`config.mk`:
```
export PLATFORM = sky130hd
export DESIGN_NAME = keypad_matrix_scanner
export DESIGN_NICKNAME = d
export VERILOG_FILES = /design/src/rtl/keypad_matrix_scanner.sv
export SDC_FILE = /design/constraint.sdc
export NUM_CORES = 1
export LEC_CHECK = 0
export CAP_MARGIN = 20
export CELL_PAD_IN_SITES_DETAIL_PLACEMENT = 1
export CELL_PAD_IN_SITES_GLOBAL_PLACEMENT = 1
export CORE_AREA = 3 3 143 76
export CTS_BUF_LIST = sky130_fd_sc_hd__clkbuf_16
export DETAILED_ROUTE_END_ITERATION = 12
export DIE_AREA = 0 0 146 79
export PLACE_DENSITY = 0.87
export SETUP_SLACK_MARGIN = 0.2
export SLEW_MARGIN = 30
export SYNTH_ARGS = -nofsm -noshare
export SYNTH_HDL_FRONTEND = slang
export SYNTH_SLANG_ARGS = --single-unit
```
`constraint.sdc`:
```
create_clock -name CLK -period 3.85 [get_ports CLK]
set_input_delay 0.77 -clock CLK [delete_from_list [all_inputs] [get_ports CLK]]
set_output_delay 0.77 -clock CLK [all_outputs]
set_load 0.02 [all_outputs]
```
`src/rtl/keypad_matrix_scanner.sv`:
```
// 4x4 key matrix scanner: walks one active-low column at a time, samples the
// synchronized rows into a full-matrix frame, debounces whole frames and
// reports each newly pressed key as a code over a valid/ready handshake.
module keypad_matrix_scanner #(
    parameter int unsigned SCAN_DIV       = 6000,
    parameter int unsigned DEBOUNCE_SCANS = 8
) (
    input  logic       CLK,
    input  logic       RST,
    output logic [3:0] COL,
    input  logic [3:0] ROW,
    output logic [3:0] KEY_CODE,
    output logic       KEY_VALID,
    input  logic       KEY_READY,
    output logic       PRESSED,
    output logic       OVERRUN
);

    localparam int unsigned DivW = (SCAN_DIV > 1) ? $clog2(SCAN_DIV) : 1;
    localparam int unsigned CntW = $clog2(DEBOUNCE_SCANS + 1);
    localparam logic [DivW-1:0] DivLast = DivW'(SCAN_DIV - 1);
    localparam logic [CntW-1:0] CntMax  = CntW'(DEBOUNCE_SCANS);

    logic [3:0]      row_meta_q;
    logic [3:0]      row_sync_q;
    logic [DivW-1:0] div_q;
    logic [1:0]      col_idx_q;
    logic [3:0]      col_q;
    logic [15:0]     raw_frame_q;
    logic [15:0]     prev_frame_q;
    logic [CntW-1:0] stable_cnt_q;
    logic [15:0]     debounced_q;
    logic [3:0]      key_code_q;
    logic            key_valid_q;
    logic            pressed_q;
    logic            overrun_q;

    logic [3:0]      rows_now;
    logic            sample;
    logic            frame_done;
    logic [1:0]      col_idx_d;
    logic [15:0]     frame_new;
    logic [CntW-1:0] stable_cnt_d;
    logic            load_deb;
    logic [15:0]     debounced_d;
    logic [15:0]     new_press;
    logic            have_event;
    logic [3:0]      event_code;
    logic            accept;

    assign COL       = col_q;
    assign KEY_CODE  = key_code_q;
    assign KEY_VALID = key_valid_q;
    assign PRESSED   = pressed_q;
    assign OVERRUN   = overrun_q;

    // Frame assembly, debounce decision and press-event extraction.
    always_comb begin
        rows_now   = ~row_sync_q;
        sample     = (div_q == DivLast);
        frame_done = sample && (col_idx_q == 2'd3);
        col_idx_d  = col_idx_q + 2'd1;

        // Frame as it stands with the current column's rows merged in.
        frame_new = raw_frame_q;
        frame_new[{col_idx_q, 2'b00} +: 4] = rows_now;

        if (frame_new == prev_frame_q) begin
            stable_cnt_d = (stable_cnt_q == CntMax) ? stable_cnt_q : stable_cnt_q + CntW'(1);
        end else begin
            stable_cnt_d = '0;
        end

        // Load only on the transition into the stable state.
        load_deb    = frame_done && (stable_cnt_d == CntMax) && (stable_cnt_q != CntMax);
        debounced_d = load_deb ? frame_new : debounced_q;
        new_press   = debounced_d & ~debounced_q;
        have_event  = |new_press;

        // Lowest set index wins; other simultaneous presses are dropped.
        event_code = 4'd0;
        for (int i = 15; i >= 0; i--) begin
            if (new_press[i]) begin
                event_code = 4'(i);
            end
        end

        accept = key_valid_q && KEY_READY;
    end

    // All sequential state: synchronizer, scan, debounce and handshake.
    always_ff @(posedge CLK) begin
        if (RST) begin
            row_meta_q   <= 4'hF;
            row_sync_q   <= 4'hF;
            div_q        <= '0;
            col_idx_q    <= 2'd0;
            col_q        <= 4'b1110;
            raw_frame_q  <= '0;
            prev_frame_q <= '0;
            stable_cnt_q <= '0;
            debounced_q  <= '0;
            key_code_q   <= 4'd0;
            key_valid_q  <= 1'b0;
            pressed_q    <= 1'b0;
            overrun_q    <= 1'b0;
        end else begin
            row_meta_q <= ROW;
            row_sync_q <= row_meta_q;

            if (sample) begin
                div_q       <= '0;
                col_idx_q   <= col_idx_d;
                col_q       <= ~(4'b0001 << col_idx_d);
                raw_frame_q <= frame_new;
            end else begin
                div_q <= div_q + DivW'(1);
            end

            if (frame_done) begin
                stable_cnt_q <= stable_cnt_d;
                prev_frame_q <= frame_new;
                debounced_q  <= debounced_d;
                pressed_q    <= |debounced_d;
            end

            if (have_event) begin
                if (!key_valid_q || accept) begin
                    key_code_q  <= event_code;
                    key_valid_q <= 1'b1;
                end else begin
                    overrun_q <= 1'b1;
                end
            end else if (accept) begin
                key_valid_q <= 1'b0;
            end
        end
    end

endmodule

```
==> run summary <==
Status on the layout run. Mean instance size in the synthesized netlist landed at 8.56 µm². Yosys instantiated no cell more often than dfxtp_1. The run finished with clean final reports. Number of well-tap cells placed landed at 135. The most common logic cells in the final layout are dfxtp_1 (86), nor2_1 (84), inv_1 (33), a211oi_1 (33), mux2i_1 (26).

For the completed layout, the total cell area is recorded as 5030 µm². Across the VDD grid, the largest voltage drop is 0.200 mV. The global routing report lists combined usage of all routing layers as 0.232. Per-cell via count in the routed design landed at 5.86. Setup clock skew after layout landed at 0.00799 ns.

Measured along the x axis, the die boundary spans 146 µm. The pin closest to its max-slew limit shows a slew of 0.699 ns. The worst hold path terminates at row_sync_q[2].

The via count of the first global-routing pass came to 3,973. The biggest slice of the area belongs to logic gates. Dividing the final minimum period by the clock period gives 0.848.

18 I/O pins were placed. Summing all multiplexer cells gives an area fraction of 0.0630. Among the non-sequential cells, simple AND/OR/NAND/NOR gates take the most area. The report lists the number of standard-cell rows as 25.

STA classifies the critical path endpoint as a register. In the finished design the tool counted flip-flops and latches totalling 86. Looking at the critical path, the highest net fanout was 20. Max-slew check failures listed in the final report amount to 0. Looking at area per cell type in the netlist, the leader is dfxtp_1. H-tree depth landed at 3.

Walking the critical path from launch to capture passes 9 cell instances. The layout report lists the combined flip-flop and latch area as 1720 µm². Per the layout area report, the combinational fraction of cell area is 0.474. At the end of the flow the core is filled with cells to 0.530. Entering global routing, the biggest net connects 41 pins. After the first detailed-routing iteration, the DRC count stood at 367.

Grouping stages by cell kind, the critical path spends the most delay in AND-OR/OR-AND gates. Layout inverter count without the clock tree landed at 32. Share of cells above drive strength 1 landed at 0.114. Post-route worst hold slack landed at 0.413 ns. Instance count along the most critical hold path landed at 1. The launch point of the worst register-to-register path is recorded as col_idx_q[0].

Per the synth log, the flip-flop and latch total comes to 86. Post-CTS setup-driven buffer insertion count landed at 0. Final count of hold timing violations landed at 0.

Setup repair after global routing left no endpoint under its margin. The most critical min-delay path falls under register to register. Adder and majority gate portion of the synthesized area landed at 0.0230. For the worst setup path, the data arrival time is 3.52 ns. Leakage power of the design landed at 1.88 nW. Net count after synthesis landed at 523. Among all flip-flop cells after synthesis, the most frequent one is dfxtp_1. The CTS report gives the tree buffer count as 9. In the finished layout, the clock tree contains a buffer count of 9.

The number of cells on the worst reg-to-reg path is 9. Logic area landed at 2380 µm². Number of design rule violations left after detail routing landed at 0. The most critical setup path has its startpoint at col_idx_q[0].
metal layers:
| layer | part of all wire | vias up | track usage |
|---|---|---|---|
| li1 | - | 1838 | - |
| met1 | 0.46 | 1936 | 0.305 |
| met2 | 0.47 | 113 | 0.378 |
| met3 | 0.052 | 33 | 0.0559 |
| met4 | 0.021 | 0 | 0.0779 |
| met5 | 0 | - | 0 |
registers in the layout, summed over array words and instances (netlist names), 2 cells and up:
register and flops:
debounced_q 16, row_meta_q 4, COL 4, stable_cnt_q 4, prev_frame_q 16, col_idx_q 2, div_q 13, row_sync_q 4
raw_frame_q 16, KEY_CODE 4
power by group:
group          switching (mW)  leakage (nW)  total, mW  internal [mW]
registers             0.00611         0.695      0.902          0.896
logic                  0.0396          1.03     0.0650         0.0254
clock network           0.368         0.158      0.933          0.565
total                   0.414          1.88       1.90           1.49
Fig. 1: routed clock nets over the placement
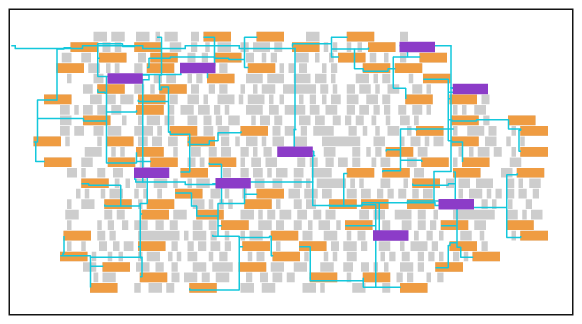
[cells driving clock nets] purple | count: 9
[flip-flops] orange | count: 86
[clock wires] cyan | length: 1,180 µm
routed clock nets: 10

Fig. 2: met1 routing
Supply wires on this layer in gray.
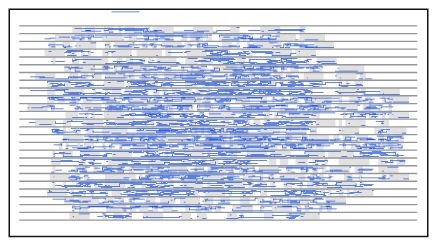
nets with wire on the layer: 518
longest straight run: 39.6 µm
wire length on this layer: 5,930 µm
main direction: horizontal
share of all routed wire: 46%

Fig. 3: sizing map
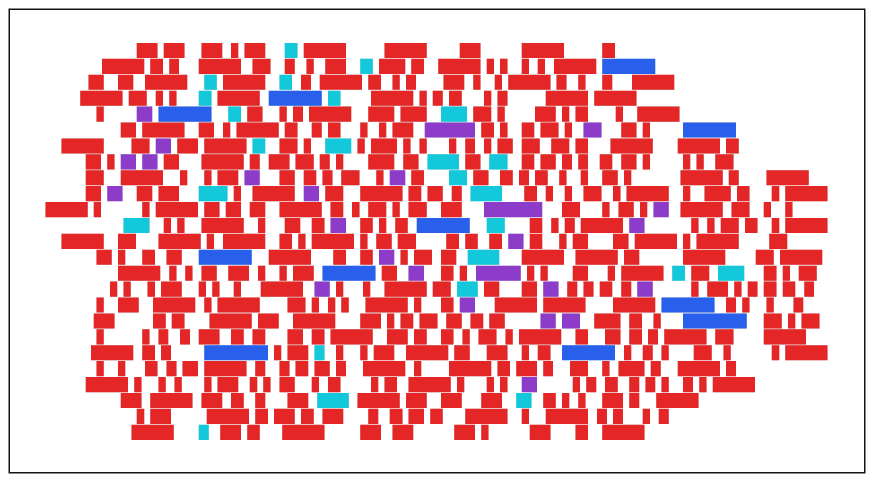
[drive 3 to 4] purple | cells: 25 | share: 4.7% | most used: buf_4
[drive 1 or less] red | cells: 473 | share: 89% | most used: dfxtp_1
[drive 6 and up] blue | cells: 11 | share: 2.1% | most used: clkbuf_16
[drive 2] cyan | cells: 25 | share: 4.7% | most used: or2_2

Fig. 4: cell classes on the final placement
Scale bar: 50 µm.
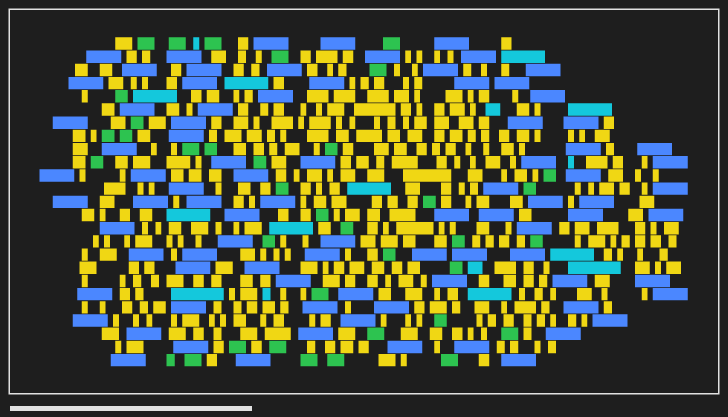
[other buffers and delay cells] green | cells: 37
[flip-flops] blue | cells: 86
[clock drivers and dummy loads] cyan | cells: 16
[all other logic] yellow | cells: 395

Power is estimated from default activity; no workload was simulated.
